[src/rtl/i2c_read.sv]
// i2c_read: receive side of the I2C bit/byte engine.
// Samples SDA on SCL rising edges (MSB first), reports start/stop conditions,
// flags conditions that land inside a byte, and marks completion on the SCL
// falling edge that closes the last bit. This block never drives SDA.
module i2c_read #(
    parameter int DATA_WIDTH = 8
) (
    input  logic                  clk,
    input  logic                  rst_n,
    input  logic                  rd_en,
    input  logic                  is_byte,
    input  logic                  scl_i,
    input  logic                  sda_i,
    output logic [DATA_WIDTH-1:0] data_o,
    output logic                  rd_ld,
    output logic                  get_start,
    output logic                  get_stop,
    output logic                  bus_err,
    output logic                  rd_finish
);

    localparam int CNT_W = (DATA_WIDTH > 2) ? $clog2(DATA_WIDTH) : 1;
    localparam logic [CNT_W-1:0] CNT_MAX = CNT_W'(DATA_WIDTH - 1);

    logic                  scl_last_q, sda_last_q;
    logic [CNT_W-1:0]      bit_cnt_q, bit_cnt_d;
    logic [DATA_WIDTH-1:0] data_q, data_d;
    logic                  abort_q, abort_d;
    logic                  bus_err_q, bus_err_d;
    logic                  finish_q, finish_d;

    logic scl_rise, scl_fall, cond_seen, last_bit;

    // Edge and condition detection against the previous-cycle line levels;
    // requiring scl_last high keeps an SDA change on the SCL-rise cycle
    // from being mistaken for a start/stop.
    always_comb begin
        scl_rise  = rd_en & ~scl_last_q & scl_i;
        scl_fall  = rd_en & scl_last_q & ~scl_i;
        get_start = rd_en & scl_i & scl_last_q & sda_last_q & ~sda_i;
        get_stop  = rd_en & scl_i & scl_last_q & ~sda_last_q & sda_i;
        cond_seen = get_start | get_stop;
        rd_ld     = scl_rise;
        last_bit  = is_byte ? (bit_cnt_q == CNT_MAX) : (bit_cnt_q == '0);
    end

    // Next-state: shift on rise (until finished), count on fall, track
    // legal (bit 0) versus illegal (mid-byte) conditions; rd_en low clears.
    always_comb begin
        data_d    = data_q;
        bit_cnt_d = bit_cnt_q;
        abort_d   = abort_q;
        bus_err_d = bus_err_q;
        finish_d  = finish_q;
        if (scl_rise && !finish_q) begin
            data_d = {data_q[DATA_WIDTH-2:0], sda_i};
        end
        if (!rd_en) begin
            bit_cnt_d = '0;
            abort_d   = 1'b0;
            bus_err_d = 1'b0;
            finish_d  = 1'b0;
        end else begin
            if (scl_fall) begin
                if (is_byte) begin
                    bit_cnt_d = (bit_cnt_q == CNT_MAX) ? '0 : bit_cnt_q + 1'b1;
                end else begin
                    bit_cnt_d = '0;
                end
                if (!abort_q && last_bit) begin
                    finish_d = 1'b1;
                end
            end
            if (cond_seen) begin
                abort_d = 1'b1;
                if (is_byte && bit_cnt_q != '0) begin
                    bus_err_d = 1'b1;
                end
            end
        end
    end

    // State registers; line trackers idle high so a released bus shows no edge.
    always_ff @(posedge clk or negedge rst_n) begin
        if (!rst_n) begin
            scl_last_q <= 1'b1;
            sda_last_q <= 1'b1;
            bit_cnt_q  <= '0;
            data_q     <= '0;
            abort_q    <= 1'b0;
            bus_err_q  <= 1'b0;
            finish_q   <= 1'b0;
        end else begin
            scl_last_q <= scl_i;
            sda_last_q <= sda_i;
            bit_cnt_q  <= bit_cnt_d;
            data_q     <= data_d;
            abort_q    <= abort_d;
            bus_err_q  <= bus_err_d;
            finish_q   <= finish_d;
        end
    end

    assign data_o    = data_q;
    assign bus_err   = bus_err_q;
    assign rd_finish = finish_q;

endmodule

[config.mk]
export PLATFORM = sky130hd
export DESIGN_NAME = i2c_read
export DESIGN_NICKNAME = d
export VERILOG_FILES = /design/src/rtl/i2c_read.sv
export SDC_FILE = /design/constraint.sdc
export NUM_CORES = 1
export LEC_CHECK = 0
export ABC_AREA = 1
export CAP_MARGIN = 10
export CELL_PAD_IN_SITES_DETAIL_PLACEMENT = 1
export CELL_PAD_IN_SITES_GLOBAL_PLACEMENT = 1
export CORE_AREA = 2 2 48 50
export DETAILED_ROUTE_END_ITERATION = 8
export DIE_AREA = 0 0 50 52
export PLACE_DENSITY = 0.84
export SLEW_MARGIN = 20
export SYNTH_ARGS = -nofsm -noshare
export SYNTH_HDL_FRONTEND = slang
export SYNTH_SLANG_ARGS = --single-unit
export TNS_END_PERCENT = 10
[constraint.sdc]
create_clock -name clk -period 2.7 [get_ports clk]
set_clock_uncertainty 0.2 [all_clocks]
set_input_delay 0.27 -clock clk [delete_from_list [all_inputs] [get_ports clk]]
set_output_delay 0.27 -clock clk [all_outputs]
set_load 0.01 [all_outputs]
Clock network drawn from the DEF:
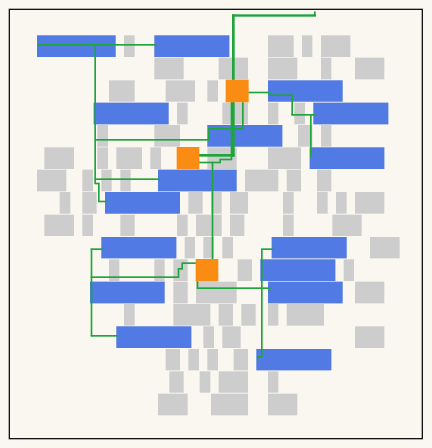
Key: blue = flip-flops [count 16]; orange = clock-net drivers [count 3]; green = clock wires [length 202 um]
There are 4 routed clock nets.
clock network latency to the later pin of the worst-skew pair: 280 ps
relative contribution of the clock network to total power: 0.242
power drawn by the clock network: 0.157 mW

Pin placement:
Pins as bars across the die edge, other pins in gray.
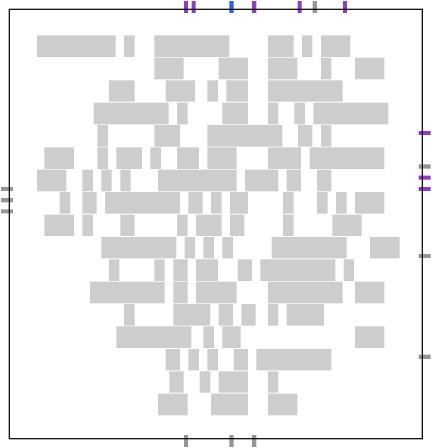
Key: blue = scl_i [pins 1, direction input, edge top]; purple = data_o [pins 8, direction output, edge 5 top, 3 right]
number of buffer cells added on primary ports: 18
height of the die: 52 um

==> changes_impl.md <==
## Flow update

- Post-route total power: between 0.6 and 0.7 mW
- Startpoint of the most critical register-to-register path: scl_last_q
- Avg WL per Cell: between 10 and 15 um
- Slew Viols, Final: 0
- Cell count in the Yosys report: 80
- Proportion of total power due to net switching: 0.291
- Post-synth tally of flip-flops with integrated enable: 0
- Pre-placement core utilization: 0.354
- Fraction of power consumed by sequential logic: 0.478
- Most common reg cell: sky130_fd_sc_hd__dfrtp_1
- Placed cell areas: about 950 um2
- Count of buffering cells on the critical path with inverters included: 2
- Clock tree buffer count of the final layout: 4
- Root buffer selected by CTS: sky130_fd_sc_hd__clkbuf_4
- Post-synthesis cell count: approximately 80
- Antenna violations before repair: 0
- Buffer count from post-CTS setup fixing: 0
- Power density normalized to cell area: 657 nW/um2
- Dominant cells by area after synthesis: sky130_fd_sc_hd__dfrtp_1, sky130_fd_sc_hd__nand2_1, sky130_fd_sc_hd__dfstp_2
- Global-route wire length before repair: between 2 and 3 mm
- Worst relative slew slack: 0.521
- Share of layout cells above drive strength 1: 0.149
- Wirelength, routed: about 1.6 mm
- Number of nets in the synthesized netlist: roughly 89
- Cell area after layout: a little under 1000 um2
- Most prevalent standard cell on the critical path: sky130_fd_sc_hd__clkdlybuf4s50_1
- Peak per-stage delay on the critical path: roughly 580 ps
- DP Wirelength: about 1.2 mm
- Overflow left after global routing: 0
- Chip area: 2600 um2
- Cell taking the most area after synthesis: sky130_fd_sc_hd__dfrtp_1
- Dominant logic cell type in the layout: sky130_fd_sc_hd__clkdlybuf4s50_1
- Total tool warning count: 27
- Count of nets left with antenna violations after detail routing: 0
- Part of the power in combinational logic: 0.280
- Layout clock area frac: 0.0368
- Clock input transition at the sequential cells of the worst setup and hold paths: around 100 ps
- Sequential Area: between 400 and 500 um2
- Inverter tally of the final layout excluding the clock network: 14
- Slew of the pin with the lowest slew margin: about 720 ps
- Pint: between 0.4 and 0.5 mW
- Final setup violation count: 0
- Number of multi-input logic gates: between 40 and 50
- Final core occ: 0.468
- Net count, final: around 110
- Total clock buffers created by CTS: 3
- Top cells excl fill/tap: sky130_fd_sc_hd__clkdlybuf4s50_1, sky130_fd_sc_hd__nand2_1, sky130_fd_sc_hd__inv_1, sky130_fd_sc_hd__dfrtp_1, sky130_fd_sc_hd__nand3_1
- Run status: finished, final reports clean
- Type of element launching the critical path: primary input
- Core area: roughly 2100 um2
- Filler instances: ~240
- Pin count of the biggest net entering global routing: 17
- Number of buffers between clock root and the deepest sink: 2
- Violation count after the first detailed-route iteration: 9
- Total via count in the routed design: 590
- Horiz. Die Dim: approximately 50 um
- Crit path capture type: output pin
- Data required, critical path: ~2200 ps
- Total negative setup slack: 0 ps
- Total global routing track utilization: 0.141
- Pre-Repair DR Iteration Count: 4
- Total inserted antenna cells: 0
- Share of the yosys chip area belonging to registers: 0.540
- Async SR Flop Fraction: 1.00
- Final setup slack of the worst path: between 500 and 600 ps
- Maximum achievable frequency: between 0.4 and 0.5 GHz
- Cell family with most CP delay: buffers and inverters
- Maximum capacitance violations: 0
- CTS resizes: 0
- Hold WC Path Type: in -> async
- Buffers outside the clock class: 18
- Post-synthesis area per instance: approximately 9.3 um2
- R2r worst-path depth: 4
- Average vias per placed instance: about 4.6
- Inserted tap cell count: 28
- Placement Setup Slack: roughly 550 ps
- End of the worst register-to-register path: bus_err
- Footprint of the multi-input gates: roughly 280 um2
- Switching power: between 0.15 and 0.2 mW
- Cell Type Count: 16
- Std cell rows: 17
- Largest register FFs: 8
- Count of sequential standard cells: 16
- Class of the most critical setup path: in -> out
- Worst setup path start: rd_en
- Slowest-stage cell, CP: sky130_fd_sc_hd__clkdlybuf4s50_1
- Total standard cell area after synthesis: between 700 and 800 um2
- Cell class with the largest area share: flip-flops and latches
- Number of standard cells in the layout, taps in and fillers out: between 100 and 150
- Critical Path Sink: get_stop
- RSZ-0062 raised after global routing: false
- Number of clock sinks: 16
- Worst Hold Slack: 207 ps
- Synth top cells by count: sky130_fd_sc_hd__nand2_1, sky130_fd_sc_hd__dfrtp_1, sky130_fd_sc_hd__inv_1
- Non-clock buffer contribution to total cell area: 0.183
- Number of synthesized register bits: 16
- Sequential share of cell area: 0.409
- H-tree levels: 1
- Cell count along the critical path: 4
- Post-synth top area share: 0.470
- Boundary Pins: 19
- Leading cell type by number of instances after synthesis: sky130_fd_sc_hd__nand2_1
- Total placed cells including tap cells: between 100 and 150
- Maximum net fanout on the critical path: 5
- Standby leakage power: approximately 0.47 nW
- Post-layout minimum cycle time: 2160 ps
- Critical path data arrival time: ~1700 ps
- Comb/total area: 0.283
- Largest voltage drop on the vdd net: ~0.25 mV
- Ys Warns: 0
- Crit path cell chain: clkdlybuf4s50_1 -> nand3_1 -> nor2_1 -> clkdlybuf4s50_1
- YS chip area: roughly 750 um2
- Clock tree from TritonCTS: built
- Post-route fraction of the period consumed by the critical path: 0.799
- Drt drc: 0
- Via count of the first global-routing pass: a little over 600
- Final GP Congestion: 0.706
- Growth of design area from synthesis to finish: 32.2%
- Final tally of hold violations: 0
- Reg2reg setup slack: 1310 ps
- Quantity of hold-fixing buffers added after cts: 0
-- power by group through the flow --
stage | clock network [mW] | registers [mW] | logic (mW)
2_1_floorplan | 0 | 0.328 | 0.0644
3_3_place_gp | 0 | 0.311 | 0.177
3_5_place_dp | 0 | 0.315 | 0.184
4_1_cts | 0.163 | 0.311 | 0.185
5_1_grt | 0.170 | 0.314 | 0.200
6_report | 0.157 | 0.310 | 0.182
-- cell families (layout without fill, tap and decap cells) --
logic type	after synthesis	after routing	share of synthesized area
compound gates	14	14	0.124
fa+ha+maj	3	3	0.0503
buf+inv	15	36	0.0856
flops	16	16	0.540
simple gates	32	32	0.200
-- routing by layer --
layer	wire [um]	part of all wire	GRT usage
met1	682	0.42	0.163
met2	860	0.53	0.250
met3	48	0.030	0.0172
met4	17	0.011	0.0833
met5	0	0	0
Power figures rest on the tool's default switching activity, not on a simulated workload.
